`config.mk`:
```
export PLATFORM = sky130hd
export DESIGN_NAME = asynchronous_fifo
export DESIGN_NICKNAME = d
export VERILOG_FILES = /design/src/rtl/asynchronous_fifo.sv
export SDC_FILE = /design/constraint.sdc
export NUM_CORES = 1
export LEC_CHECK = 0
export CAP_MARGIN = 20
export CORE_ASPECT_RATIO = 1.5
export CORE_MARGIN = 2
export CORE_UTILIZATION = 30
export DETAILED_ROUTE_END_ITERATION = 10
export GPL_ROUTABILITY_DRIVEN = 0
export PLACE_DENSITY_LB_ADDON = 0.3
export SETUP_SLACK_MARGIN = 0.2
export SYNTH_ARGS = -nofsm -noshare
export SYNTH_HDL_FRONTEND = slang
export SYNTH_SLANG_ARGS = --single-unit
```
`constraint.sdc`:
```
create_clock -name write_clk -period 10.7 [get_ports write_clk]
set_input_delay 2.14 -clock write_clk [delete_from_list [all_inputs] [get_ports write_clk]]
set_output_delay 2.14 -clock write_clk [all_outputs]
set_load 0.02 [all_outputs]
```
`src/rtl/asynchronous_fifo.sv`:
```
// asynchronous_fifo
// 16-entry x 8-bit FIFO demonstrator. An internal incrementing generator
// fills the FIFO whenever it is not full. Each rising edge of the slow,
// unrelated read_clk strobe pops one entry onto data_out. Every flop runs on
// write_clk; read_clk is only ever sampled as data through a synchronizer.
//
// Ports:
//   write_clk : the single clock, rising edge
//   reset     : asynchronous, active-high; clears all state
//   read_clk  : asynchronous read strobe; each rising edge requests one pop
//   data_out  : registered last-popped word
//   r_empty   : FIFO holds 0 entries
//   w_full    : FIFO holds 2**ADDR_WIDTH entries
`timescale 1ns/1ps
module asynchronous_fifo #(
  parameter int DATA_WIDTH = 8,
  parameter int ADDR_WIDTH = 4
) (
  input  logic                  write_clk,
  input  logic                  reset,
  input  logic                  read_clk,
  output logic [DATA_WIDTH-1:0] data_out,
  output logic                  r_empty,
  output logic                  w_full
);

  localparam int DEPTH = 1 << ADDR_WIDTH;

  logic [DATA_WIDTH-1:0] mem [DEPTH];
  logic [ADDR_WIDTH:0]   wptr;
  logic [ADDR_WIDTH:0]   rptr;
  logic [DATA_WIDTH-1:0] gen;
  logic                  s1;
  logic                  s2;
  logic                  s3;
  logic                  rd_req;
  logic                  wr_en;
  logic                  rd_en;

  // Extra pointer MSB separates a full lap from an empty FIFO.
  assign r_empty = (wptr == rptr);
  assign w_full  = (wptr[ADDR_WIDTH-1:0] == rptr[ADDR_WIDTH-1:0]) &&
                   (wptr[ADDR_WIDTH] != rptr[ADDR_WIDTH]);

  // One request per strobe rise; a held-high level yields nothing more.
  assign rd_req = s2 & ~s3;

  // Both decisions use the flags from before the edge, so a pop from a
  // full FIFO blocks that cycle's write and the slot refills one cycle later.
  assign wr_en = ~w_full;
  assign rd_en = rd_req & ~r_empty;

  // s1/s2 resynchronize the strobe, s3 is history for edge detection.
  always_ff @(posedge write_clk or posedge reset) begin
    if (reset) begin
      s1 <= 1'b0;
      s2 <= 1'b0;
      s3 <= 1'b0;
    end else begin
      s1 <= read_clk;
      s2 <= s1;
      s3 <= s2;
    end
  end

  // Generator only advances on an accepted write, so no value is skipped
  // while the FIFO sits full.
  always_ff @(posedge write_clk or posedge reset) begin
    if (reset) begin
      wptr <= '0;
      gen  <= '0;
    end else if (wr_en) begin
      wptr <= wptr + 1'b1;
      gen  <= gen + 1'b1;
    end
  end

  always_ff @(posedge write_clk or posedge reset) begin
    if (reset) begin
      for (int i = 0; i < DEPTH; i++) begin
        mem[i] <= '0;
      end
    end else if (wr_en) begin
      mem[wptr[ADDR_WIDTH-1:0]] <= gen;
    end
  end

  // A request against an empty FIFO is dropped and data_out holds.
  always_ff @(posedge write_clk or posedge reset) begin
    if (reset) begin
      rptr     <= '0;
      data_out <= '0;
    end else if (rd_en) begin
      rptr     <= rptr + 1'b1;
      data_out <= mem[rptr[ADDR_WIDTH-1:0]];
    end
  end

endmodule

```
### Floorplan with the power grid, run 1

The bar under the picture is 50 microns long. Pins as bars on the die edge.
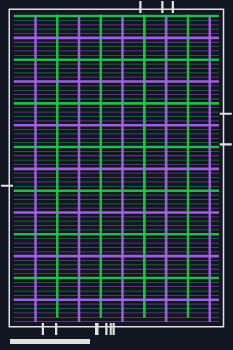
VDD: marked green. VSS: marked purple.
9 straps on met4. 14 straps on met5. 71 met1 rails follow the rows. 13 signal pins sit on the boundary. The core has 70 rows.

### Cells colored by class, run 1

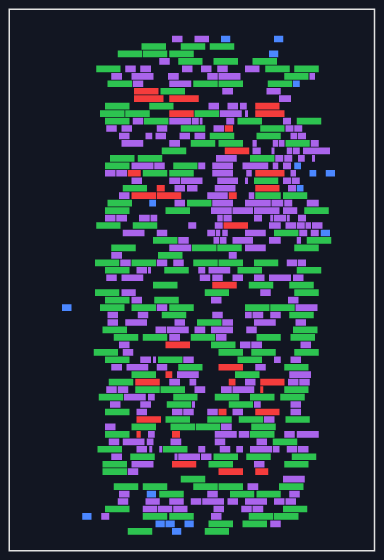
all other logic: marked purple, cells 268, share of their area 41%. clock drivers and dummy loads: marked red, cells 32, share of their area 8.0%. flip-flops: marked green, cells 157, share of their area 49%. other buffers and delay cells: marked blue, cells 17, share of their area 2.0%.

### Clock wires, drivers and flops, run 1

The bar under the picture is 50 microns long.
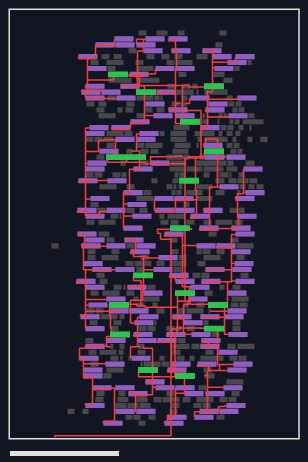
cells driving clock nets: marked green, count 17. clock wires: marked red, length 2,030 microns. flip-flops: marked purple, count 157.
There are 18 routed clock nets.

## run 1: final cells by class
class,count,area share
clock buffer,20,0.0542
clock inverter,12,0.0218
inverter,3,0.00193
multi-input combinational,265,0.389
sequential,157,0.467
tap,324,0.0481
timing repair buffer,17,0.0187
## run 1: metrics by stage
| stage | instance area [sq um] | setup WS [ns] | utilization |
|---|---|---|---|
| 3_3_place_gp | 7780 | 6.06 | 0.320 |
| 4_1_cts | 8420 | 5.57 | 0.346 |
| 2_1_floorplan | 7440 | 4.33 | - |
| 3_5_place_dp | 7780 | 6.04 | 0.320 |
| 5_1_grt | 8420 | 5.39 | 0.346 |
| 6_report | 8420 | 5.60 | 0.346 |
## run 1: worst max-delay path, delay by kind of cell, from the launching register on
kind,cells,cell delay (ns)
xor gates and xnor gates,1,0.19
DFF,1,0.32
and+or+nand+nor,2,0.46
buffers and inverters,3,1.55
## run 1: synthesized netlist by cell type (all sizes together), types with 3 or more instances
cell type,count
nor2,4
xnor2,19
nor2b,5
mux2,139
ha,6
o211ai,15
clkbuf,17
inv,3
mux4,32
and3,3
o2111ai,9
buf,19
a22oi,16
dfrtp,157
nand2,8
o21ai,3
## run 1: worst max path at each step
stage                              startpoint  cells past startpoint                      end  slack [ns]
after floorplan                         reset                      1  data_out[0]$_DFFE_PP0P_        4.33
after global placement    rptr[1]$_DFFE_PP0P_                      6                   w_full        6.06
after detailed placement  rptr[1]$_DFFE_PP0P_                      6                   w_full        6.04
after CTS                 rptr[1]$_DFFE_PP0P_                      6                   w_full        5.57
after global routing      rptr[1]$_DFFE_PP0P_                      6                   w_full        5.39
final                     rptr[1]$_DFFE_PP0P_                      6                   w_full        5.60
## run 1: sequential cells by signal, indices dropped and copies added, names as in the netlist
register  count
rptr          5
mem         128
gen           8
data_out      8
s1            1
wptr          5
s2            1
s3            1
==> job_summary.md, run 1 <==
## Synthesis and layout report

| Metric | Value |
|---|---|
| Met2 wire length | `8600 microns` |
| Layout Nets | `470` |
| Adder Area Share | `0.0101` |
| Vias per inst | `4.96` |
| Hold Buf Count CTS | `0` |
| Worst Path Required | `8.56 ns` |
| Post-route antenna net violation count | `0` |
| Tool warnings | `29` |
| First-pass GRT wire length | `26,500 microns` |
| CTS Buffer Depth | `2` |
| Number of enable flip-flop cells | `0` |
| Residual DRC | `0` |
| Crit path kind | `flop to output port` |
| Placed Instances | `766` |
| Largest stage delay, worst path | `0.67 ns` |
| H-tree depth | `4` |
| Status | `complete, no violations` |
| Hold Startpoint | `s1$_DFF_PP0_` |
| GR peak layer | `met2` |
| MI comb area | `3270 sq um` |
| Row Count | `70` |
| MUX area fraction | `0.312` |
| Overflow after GRT | `0` |
| Area grow syn2layout | `13.2%` |
| Hold Vio Cnt, Final | `0` |
### Metal layers overlaid, run 1

The bar under the picture is 50 microns long.
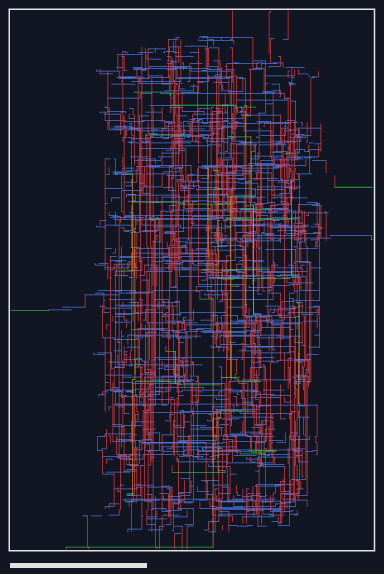

==> inputs of run 2 (changes only) <==
clock period = 5.2 ns   (was 10.7 ns; I/O delays follow)
### Metal layers overlaid, run 2

The bar under the picture is 50 microns long.
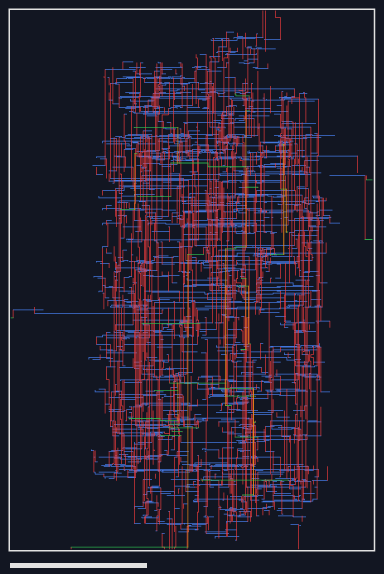
met4: marked orange, wire length 402 microns. met3: marked green, wire length 315 microns. met1: marked blue, wire length 6,540 microns. met2: marked red, wire length 8,980 microns.

==> run 2 against run 1 <==
  * Sequential cell count unchanged
  * Die size unchanged
  * Largest power group unchanged
  * Critical endpoint unchanged
  * Largest cell class unchanged
  * First-iteration DRC count decreased by 7.2%
  * Utilization decreased by 0.32 points
  * Total power increased by 100%
  * Non-clock buffer count unchanged
  * Critical path depth decreased by 2
  * Count of clock-buffer cells in the layout decreased by 1
  * Via count decreased by 0.61%
  * Design area decreased by 0.94%
  * Clock power increased by 79%
==> job_summary.md, run 2 <==
## Synthesis and layout report

| Metric | Value |
|---|---|
| Status | `complete, no violations (unchanged)` |
| Worst Setup EP | `w_full (unchanged)` |
| Layout Nets | `470 (unchanged)` |
| Top-count cell post-synth | `dfrtp_1 (unchanged)` |
| MUX area fraction | `0.312 (unchanged)` |
| Die width | `133 microns (unchanged)` |
| Worst setup margin | `1.69 ns (was 5.60 ns)` |
| GR peak layer | `met2 (unchanged)` |
| First-pass GRT wire length | `25,900 microns (was 26,500 microns)` |
| Share of cells above drive strength 1 | `0.479 (unchanged)` |
| Worst setup path startpoint | `wptr[2]$_DFFE_PP0N_ (was rptr[1]$_DFFE_PP0P_)` |
| Top flop regs | `mem x128, data_out x8, gen x8 (unchanged)` |
| Reg with most FFs | `mem (unchanged)` |
| Residual DRC | `0 (unchanged)` |
| Num CTS Buffers | `17 (unchanged)` |
| Crit path kind | `flop to output port (unchanged)` |
| Hold Vio Cnt, Final | `0 (unchanged)` |
| Hold Buf Count CTS | `0 (unchanged)` |
| Worst slack, placed | `2.12 ns (was 6.04 ns)` |
| CTS Buffer Depth | `2 (unchanged)` |
| Area grow syn2layout | `12.1% (was 13.2%)` |
| Worst Path Required | `4.16 ns (was 8.56 ns)` |
| Sw Ratio | `0.372 (was 0.356)` |
| Met2 wire length | `8980 microns (was 8600 microns)` |
| Adder Area Share | `0.0101 (unchanged)` |
| Max reg flops | `128 (unchanged)` |
| Number of enable flip-flop cells | `0 (unchanged)` |
| Met1 GRT Util | `0.149 (was 0.157)` |
| Post-route antenna net violation count | `0 (unchanged)` |
| Tool warnings | `31 (was 29)` |
| Top Ports | `13 (unchanged)` |
| Overflow after GRT | `0 (unchanged)` |
| Die Height | `197 microns (unchanged)` |
| Most frequent cells after synthesis | `157 x dfrtp_1, 130 x mux2_2, 32 x mux4_2, 18 x xnor2_1 (unchanged)` |
| Row Count | `70 (unchanged)` |
-- run 2: cell types whose count changed in the layout (fill, tap and decap cells not counted), sizes merged --
cell,delta
inv,+2
clkbuf,-1
clkinv,-1
bufinv,-4
clkinvlp,+4
-- run 2: area by class of cell --
cell class / count / area (sq um) / share of cell area
multi-input cells: 265 / 3270 / 0.392
flip-flops and latches: 157 / 3930 / 0.471
clock buffers: 19 / 443 / 0.0531
well taps: 324 / 405 / 0.0486
clock inverters: 13 / 108 / 0.0129
repair buffers: 17 / 170 / 0.0204
inverters: 3 / 15.0 / 0.00180
-- run 2: per-stage QoR --
stage	cells	utilization	cell area, sq um
floorplan	461	-	7450
global placement	766	0.320	7790
detailed placement	766	0.320	7790
CTS	798	0.343	8340
global route	798	0.343	8340
finish	798	0.343	8340
-- run 2: kinds of logic after synthesis --
group | after synthesis
mux | 171
flops | 157
compound gates | 44
buf+inv | 39
simple gates | 23
xor+xnor | 21
fa+ha+maj | 6
-- run 2: worst max-delay path, stage by stage, from the launching register on --
cell             delay (ns)
dfrtp_1                0.66
xnor2_1                0.18
nand4_1                0.23
nor2_2                 0.29
clkdlybuf4s50_1        0.68
-- run 2: worst min-delay path by stage --
stage | slack (ns) | start | end
finish | 0.35 | s1$_DFF_PP0_ | s2$_DFF_PP0_
global route | 0.38 | s1$_DFF_PP0_ | s2$_DFF_PP0_
CTS | 0.35 | s1$_DFF_PP0_ | s2$_DFF_PP0_
detailed placement | 0.34 | s1$_DFF_PP0_ | s2$_DFF_PP0_
global placement | 0.34 | s1$_DFF_PP0_ | s2$_DFF_PP0_
floorplan | 0.33 | s1$_DFF_PP0_ | s2$_DFF_PP0_
No activity file was given, so power comes from the tool's default toggle rates.
